## src/rtl/add_sub_fp_if.sv

```systemverilog
// Start/done bus of the floating-point adder/subtractor.
// master drives the request side; slave is the arithmetic unit.
interface add_sub_fp_if #(
  parameter int Size = 64
);
  logic            start;
  logic            sub;
  logic [2:0]      rounding_mode;
  logic [Size-1:0] operand_a;
  logic [Size-1:0] operand_b;
  logic [Size-1:0] result;
  logic            overflow;
  logic            underflow;
  logic            inexact;
  logic            invalid;
  logic            done;
  logic [2:0]      fsm_state;

  modport master (
    output start, sub, rounding_mode, operand_a, operand_b,
    input  result, overflow, underflow, inexact, invalid, done, fsm_state
  );

  modport slave (
    input  start, sub, rounding_mode, operand_a, operand_b,
    output result, overflow, underflow, inexact, invalid, done, fsm_state
  );
endinterface

```

## src/rtl/add_sub_fp.sv

```systemverilog
// Multi-cycle IEEE-754 add/subtract with all five RISC-V rounding modes.
// One pipeline stage per FSM state: align, add, normalize, round.
module add_sub_fp #(
  parameter int Size = 64
) (
  input logic         clk,
  input logic         reset,
  add_sub_fp_if.slave bus
);
  localparam int EW = (Size == 32) ? 8 : (Size == 64) ? 11 : 15;
  localparam int FW = Size - EW - 1;
  localparam int SW = FW + 1;
  localparam int MW = SW + 3;
  localparam logic [EW-1:0] EXP_ONES = '1;
  localparam logic [EW-1:0] EXP_MAX  = {{(EW-1){1'b1}}, 1'b0};
  localparam logic [EW-1:0] EXP_ONE  = {{(EW-1){1'b0}}, 1'b1};
  localparam logic [EW:0]   E1       = {{EW{1'b0}}, 1'b1};
  localparam logic [Size-1:0] QNAN   = {1'b0, EXP_ONES, 1'b1, {(FW-1){1'b0}}};
  localparam logic [2:0] RM_RTZ = 3'b001;
  localparam logic [2:0] RM_RDN = 3'b010;
  localparam logic [2:0] RM_RUP = 3'b011;
  localparam logic [2:0] RM_RMM = 3'b100;

  typedef enum logic [2:0] {
    S_IDLE, S_ALIGN, S_ADD, S_NORM, S_ROUND, S_DONE
  } state_t;

  // Handshake: start is sampled only in S_IDLE; the operands are latched on
  // that edge, and done is a single-cycle pulse with result/flags stable
  // from that cycle until the next done or reset.
  state_t state, state_n;

  logic [Size-1:0] a_q, b_q;
  logic            sub_q;
  logic [2:0]      rm_q;
  logic            sign_q, eff_sub_q, special_q, spec_invalid_q, zero_q;
  logic [Size-1:0] special_val_q;
  logic [MW-1:0]   big_q, small_q, norm_q;
  logic [EW:0]     exp_q, nexp_q;
  logic [MW:0]     sum_q;
  logic [Size-1:0] result_q;
  logic            overflow_q, underflow_q, inexact_q, invalid_q;

  function automatic logic [EW:0] lzc(input logic [MW-1:0] v);
    logic [EW:0] n;
    logic        found;
    n = '0;
    found = 1'b0;
    for (int i = MW - 1; i >= 0; i--) begin
      if (!found && !v[i]) n = n + E1;
      else found = 1'b1;
    end
    return n;
  endfunction

  // Unpack, classify specials and align the smaller operand
  logic            sa, sb, a_nan, b_nan, a_snan, b_snan, a_inf, b_inf, a_big;
  logic [EW-1:0]   ea, eb, expa, expb, diff, big_exp;
  logic [FW-1:0]   fa, fb;
  logic [SW-1:0]   sig_a, sig_b, sig_small;
  logic [MW-1:0]   big_ext, small_ext, aligned;
  logic            big_sign, special, spec_invalid;
  logic [Size-1:0] special_val;

  always_comb begin
    sa     = a_q[Size-1];
    sb     = b_q[Size-1] ^ sub_q;
    ea     = a_q[Size-2:FW];
    eb     = b_q[Size-2:FW];
    fa     = a_q[FW-1:0];
    fb     = b_q[FW-1:0];
    a_nan  = (ea == EXP_ONES) && (fa != '0);
    b_nan  = (eb == EXP_ONES) && (fb != '0);
    a_snan = a_nan && !fa[FW-1];
    b_snan = b_nan && !fb[FW-1];
    a_inf  = (ea == EXP_ONES) && (fa == '0);
    b_inf  = (eb == EXP_ONES) && (fb == '0);
    sig_a  = {(ea != '0), fa};
    sig_b  = {(eb != '0), fb};
    expa   = (ea == '0) ? EXP_ONE : ea;
    expb   = (eb == '0) ? EXP_ONE : eb;
    a_big  = (expa > expb) || ((expa == expb) && (sig_a >= sig_b));
    if (a_big) begin
      big_exp = expa; big_sign = sa; big_ext = {sig_a, 3'b000};
      sig_small = sig_b; diff = expa - expb;
    end else begin
      big_exp = expb; big_sign = sb; big_ext = {sig_b, 3'b000};
      sig_small = sig_a; diff = expb - expa;
    end
    small_ext = {sig_small, 3'b000};
    aligned   = (small_ext >> diff)
              | {{(MW-1){1'b0}}, |(small_ext & ~({MW{1'b1}} << diff))};
    special      = 1'b1;
    spec_invalid = 1'b0;
    special_val  = QNAN;
    if (a_nan || b_nan)                  spec_invalid = a_snan || b_snan;
    else if (a_inf && b_inf && (sa != sb)) spec_invalid = 1'b1;
    else if (a_inf)                      special_val = {sa, EXP_ONES, {FW{1'b0}}};
    else if (b_inf)                      special_val = {sb, EXP_ONES, {FW{1'b0}}};
    else                                 special = 1'b0;
  end

  // Normalize: carry shifts right, otherwise left-shift bounded by exponent 1
  logic [EW:0]   lz, max_sh, shamt, n_exp;
  logic [MW-1:0] n_mant;

  always_comb begin
    lz     = lzc(sum_q[MW-1:0]);
    max_sh = exp_q - E1;
    shamt  = (lz < max_sh) ? lz : max_sh;
    if (sum_q[MW]) begin
      n_mant = sum_q[MW:1] | {{(MW-1){1'b0}}, sum_q[0]};
      n_exp  = exp_q + E1;
    end else begin
      n_mant = sum_q[MW-1:0] << shamt;
      n_exp  = exp_q - shamt;
    end
    if (!n_mant[MW-1]) n_exp = '0;
  end

  // Round and resolve overflow, zero sign and flags
  logic [SW-1:0]   mant;
  logic [SW:0]     rounded;
  logic [EW:0]     r_exp;
  logic            g, r, s, grs, up, ovf, tiny, res_sign, to_inf;
  logic [Size-1:0] r_val;

  always_comb begin
    mant = norm_q[MW-1:3];
    g    = norm_q[2];
    r    = norm_q[1];
    s    = norm_q[0];
    grs  = g | r | s;
    res_sign = (zero_q && eff_sub_q) ? (rm_q == RM_RDN) : sign_q;
    case (rm_q)
      RM_RTZ:  begin up = 1'b0;              to_inf = 1'b0;      end
      RM_RDN:  begin up = res_sign & grs;    to_inf = res_sign;  end
      RM_RUP:  begin up = !res_sign & grs;   to_inf = !res_sign; end
      RM_RMM:  begin up = g;                 to_inf = 1'b1;      end
      default: begin up = g & (r | s | mant[0]); to_inf = 1'b1;  end
    endcase
    rounded = {1'b0, mant} + {{SW{1'b0}}, up};
    r_exp   = nexp_q;
    if (rounded[SW])                          r_exp = nexp_q + E1;
    else if ((nexp_q == '0) && rounded[SW-1]) r_exp = E1;
    ovf  = r_exp >= {1'b0, EXP_ONES};
    tiny = (r_exp == '0);
    if (ovf && to_inf) r_val = {res_sign, EXP_ONES, {FW{1'b0}}};
    else if (ovf)      r_val = {res_sign, EXP_MAX, {FW{1'b1}}};
    else               r_val = {res_sign, r_exp[EW-1:0], rounded[FW-1:0]};
  end

  always_comb begin
    state_n = state;
    case (state)
      S_IDLE:  if (bus.start) state_n = S_ALIGN;
      S_ALIGN: state_n = S_ADD;
      S_ADD:   state_n = S_NORM;
      S_NORM:  state_n = S_ROUND;
      S_ROUND: state_n = S_DONE;
      S_DONE:  state_n = S_IDLE;
      default: state_n = S_IDLE;
    endcase
  end

  always_ff @(posedge clk or posedge reset) begin
    if (reset) state <= S_IDLE;
    else       state <= state_n;
  end

  always_ff @(posedge clk or posedge reset) begin
    if (reset) begin
      a_q <= '0; b_q <= '0; sub_q <= 1'b0; rm_q <= '0;
      sign_q <= 1'b0; eff_sub_q <= 1'b0; special_q <= 1'b0;
      spec_invalid_q <= 1'b0; special_val_q <= '0; zero_q <= 1'b0;
      big_q <= '0; small_q <= '0; exp_q <= '0; sum_q <= '0;
      norm_q <= '0; nexp_q <= '0;
      result_q <= '0; overflow_q <= 1'b0; underflow_q <= 1'b0;
      inexact_q <= 1'b0; invalid_q <= 1'b0;
    end else begin
      case (state)
        S_IDLE: if (bus.start) begin
          a_q   <= bus.operand_a;
          b_q   <= bus.operand_b;
          sub_q <= bus.sub;
          rm_q  <= bus.rounding_mode;
        end
        S_ALIGN: begin
          big_q          <= big_ext;
          small_q        <= aligned;
          exp_q          <= {1'b0, big_exp};
          sign_q         <= big_sign;
          eff_sub_q      <= sa ^ sb;
          special_q      <= special;
          spec_invalid_q <= spec_invalid;
          special_val_q  <= special_val;
        end
        S_ADD: sum_q <= eff_sub_q ? ({1'b0, big_q} - {1'b0, small_q})
                                  : ({1'b0, big_q} + {1'b0, small_q});
        S_NORM: begin
          norm_q <= n_mant;
          nexp_q <= n_exp;
          zero_q <= (sum_q == '0);
        end
        S_ROUND: begin
          if (special_q) begin
            result_q    <= special_val_q;
            overflow_q  <= 1'b0;
            underflow_q <= 1'b0;
            inexact_q   <= 1'b0;
            invalid_q   <= spec_invalid_q;
          end else begin
            result_q    <= r_val;
            overflow_q  <= ovf;
            underflow_q <= tiny & (grs | ovf);
            inexact_q   <= grs | ovf;
            invalid_q   <= 1'b0;
          end
        end
        default: ;
      endcase
    end
  end

  assign bus.result    = result_q;
  assign bus.overflow  = overflow_q;
  assign bus.underflow = underflow_q;
  assign bus.inexact   = inexact_q;
  assign bus.invalid   = invalid_q;
  assign bus.done      = (state == S_DONE);
  assign bus.fsm_state = state;
endmodule

```

## src/flat_wrapper.sv

```systemverilog
// flat-port wrapper written by rule: the top's interface ports become plain ports
module add_sub_fp_flat 
#(
  parameter int Size = 64
)
  (clk, reset, bus_start, bus_sub, bus_rounding_mode, bus_operand_a, bus_operand_b, bus_result, bus_overflow, bus_underflow, bus_inexact, bus_invalid, bus_done, bus_fsm_state);
  add_sub_fp_if #(.Size(Size)) bus_i ();
  input logic clk;
  input logic reset;
  input wire logic [$bits(bus_i.start)-1:0] bus_start;
  input wire logic [$bits(bus_i.sub)-1:0] bus_sub;
  input wire logic [$bits(bus_i.rounding_mode)-1:0] bus_rounding_mode;
  input wire logic [$bits(bus_i.operand_a)-1:0] bus_operand_a;
  input wire logic [$bits(bus_i.operand_b)-1:0] bus_operand_b;
  output wire logic [$bits(bus_i.result)-1:0] bus_result;
  output wire logic [$bits(bus_i.overflow)-1:0] bus_overflow;
  output wire logic [$bits(bus_i.underflow)-1:0] bus_underflow;
  output wire logic [$bits(bus_i.inexact)-1:0] bus_inexact;
  output wire logic [$bits(bus_i.invalid)-1:0] bus_invalid;
  output wire logic [$bits(bus_i.done)-1:0] bus_done;
  output wire logic [$bits(bus_i.fsm_state)-1:0] bus_fsm_state;
  assign bus_i.start = bus_start;
  assign bus_i.sub = bus_sub;
  assign bus_i.rounding_mode = bus_rounding_mode;
  assign bus_i.operand_a = bus_operand_a;
  assign bus_i.operand_b = bus_operand_b;
  assign bus_result = bus_i.result;
  assign bus_overflow = bus_i.overflow;
  assign bus_underflow = bus_i.underflow;
  assign bus_inexact = bus_i.inexact;
  assign bus_invalid = bus_i.invalid;
  assign bus_done = bus_i.done;
  assign bus_fsm_state = bus_i.fsm_state;
  add_sub_fp #(.Size(Size)) u_core (.clk(clk), .reset(reset), .bus(bus_i));
endmodule
```

## config.mk

```make
export PLATFORM = sky130hd
export DESIGN_NAME = add_sub_fp_flat
export DESIGN_NICKNAME = d
export VERILOG_FILES = /design/src/rtl/add_sub_fp_if.sv /design/src/rtl/add_sub_fp.sv /design/src/flat_wrapper.sv
export SDC_FILE = /design/constraint.sdc
export NUM_CORES = 2
export LEC_CHECK = 0
export CAP_MARGIN = 20
export CELL_PAD_IN_SITES_DETAIL_PLACEMENT = 2
export CELL_PAD_IN_SITES_GLOBAL_PLACEMENT = 2
export CORE_UTILIZATION = 40
export DETAILED_ROUTE_END_ITERATION = 12
export PLACE_DENSITY = 0.89
export SLEW_MARGIN = 20
export SYNTH_ARGS = -nofsm -noshare
export SYNTH_HDL_FRONTEND = slang
export SYNTH_SLANG_ARGS = --single-unit
```

## constraint.sdc

```tcl
create_clock -name clk -period 89.7 [get_ports clk]
set_input_delay 17.94 -clock clk [delete_from_list [all_inputs] [get_ports clk]]
set_output_delay 17.94 -clock clk [all_outputs]
set_load 0.01 [all_outputs]
```

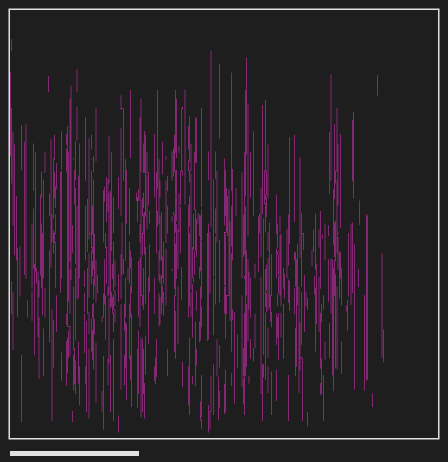
*Met4 routing*
The bar under the picture is 100 microns long.
share of all routed wire: 8.4%
wire length on this layer: 18600 microns
routed wire length: 223000 microns
Vias: 46700

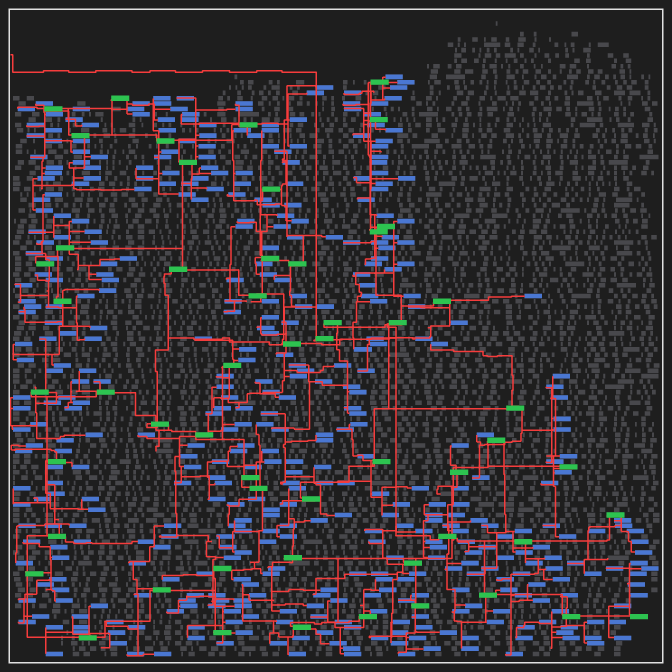
*Clock network drawn from the DEF*
[flip-flops] blue | count: 456
[clock-net drivers] green | count: 54
[clock wires] red | length: 8750 microns
flops lie: all over the die
routed clock nets: 55
post-route clock skew: 0.0338 ns
clk latency late pin: 0.67 ns

==> impl_metrics.json <==
{
  "final_util_pct": 45.2,
  "synth_stat.cells": 5577,
  "rsz0062_at_grt": "no",
  "critical_path.n_buffers_inverters": 6,
  "timing.reg2reg.setup_slack_ns": 47.66,
  "ys_top_cells_by_count": "sky130_fd_sc_hd__nand2_1, sky130_fd_sc_hd__nor2_1, sky130_fd_sc_hd__dfrtp_1",
  "cp_class": "flop to flop",
  "min-delay-start": "u_core.special_val_q[62]$_DFFE_PP0P_",
  "part_of_the_cycle_the_worst_path_needs_pct": 46.9,
  "drt-pass1-iter-count": 5,
  "grt.total_usage_pct": 39.1,
  "run_status": "completed",
  "drcViolationCount": 0,
  "synthArstFlopShare_pct": 100,
  "cts_made_buffers": 54,
  "cts_repair_resize_count": 0,
  "cp_data_required_time_ns": 90.24,
  "path_category_of_the_worst_min_delay_check": "flop to flop",
  "cts_tree": "yes",
  "grt_start_max_net_pins": 205,
  "numSynthFlops": 456,
  "clockBufferDepth": 3,
  "area_fraction_in_mux_cells_pct": 11.7,
  "first_global_vias": 50900,
  "critical_path.most_common_cell": "sky130_fd_sc_hd__ha_1",
  "worstReg2RegStart": "u_core.sum_q[54]$_DFFE_PP0P_",
  "critical_path.startpoint": "u_core.sum_q[54]$_DFFE_PP0P_",
  "top_area_share_pct": 26.2,
  "worst-path-max-fanout": 77,
  "fraction_of_the_mapped_netlist_area_in_simple_logic_gates_pct": 22.3,
  "area_of_the_core_region_sq_um": 108000,
  "number_of_warning_messages_in_the_yosys_log": 0,
  "antenna_found_initial": 24,
  "final_period_minus_worst_setup_slack_ns": 42.04,
  "worst-slew-pin-transition_ns": 1.29,
  "postSynthNetCount": 5922,
  "dominant_flop_cell": "sky130_fd_sc_hd__dfrtp_1",
  "synth.cell_area_sq_um": 43500,
  "cp-end-kind": "flop",
  "register_area_sq_um": 11400,
  "hold_buffers": 0,
  "htree_levels": 2,
  "synth_compound_gate_area_share_pct": 19.6,
  "num-fill-cells": 12000,
  "cp_slowest_stage_delay_ns": 0.88,
  "finalHoldViolations": 0,
  "route.detailed.vias_per_inst": 6.67
}
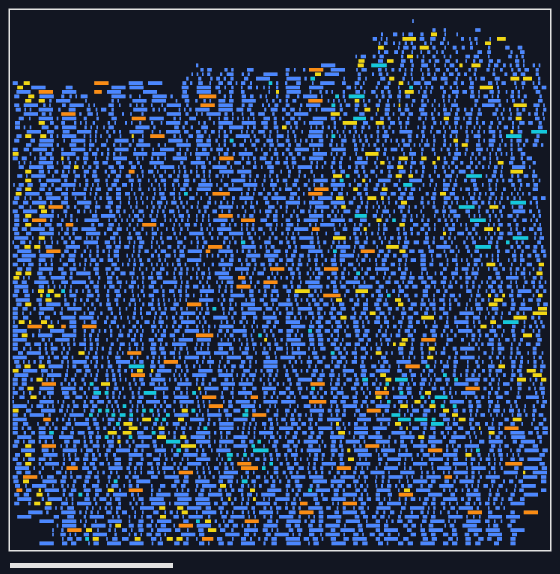
*Drive-strength map*
The bar under the picture is 100 microns long.
[x3 and x4] cyan | cells: 99
[x6 and larger] orange | cells: 77
[x2] yellow | cells: 209
[x1 and smaller] blue | cells: 5201
signed area change from the synthesized netlist to the final layout: 11.7%
number of ordinary and repair buffers in the finished layout: 268
Worst Slack Setup Final: 47.66 ns

## placed cells by master, fill, tap and decap left out, drive strengths merged, types with 37 or more instances in the layout
cell           netlist  final
clkdlybuf4s50        0    206
a21oi              425    425
nor4                83     83
nand3              135    135
buf                 84     62
inv                201    203
and2                58     58
ha                 207    207
o22ai               37     37
a211oi              58     58
a22o                70     70
nor3               146    146
mux2               101    101
nand2b              63     63
mux2i              383    383
xnor2              228    228
nand4               55     55
and3                66     66
nor2               470    470
a31oi               39     39
a21o                51     51
o21ai              460    460
clkbuf             276     73
nor2b               48     48
nand2              816    816
xor2               128    128
dfrtp              456    456
## final cells by class
type	count	share of cell area, %
clock buffers	73	3.18
multi-input cells	4560	62.1
inverters	201	1.57
well taps	1403	3.61
repair buffers	268	5.26
flip-flops and latches	456	23.5
clock inverters	28	0.726
diodes	14	0.0720
## metrics by stage
step                instance area, sq um  std cells  setup slack [ns]
CTS                                48600       6988             47.61
global placement                   46700       6887             51.09
detailed placement                 46700       6887             48.35
floorplan                          43500       5577             52.80
finish                             48600       7003             47.66
global route                       48600       6999             44.93
## layer usage
| layer | up-vias | GRT usage (%) | routed length, microns |
|---|---|---|---|
| met1 | 23600 | 43.9 | 82100 |
| met2 | 2245 | 65.3 | 105000 |
| li1 | 19800 | - | - |
| met3 | 1044 | 8.63 | 16600 |
| met4 | 22 | 28.9 | 18600 |
| met5 | - | 0 | 243 |
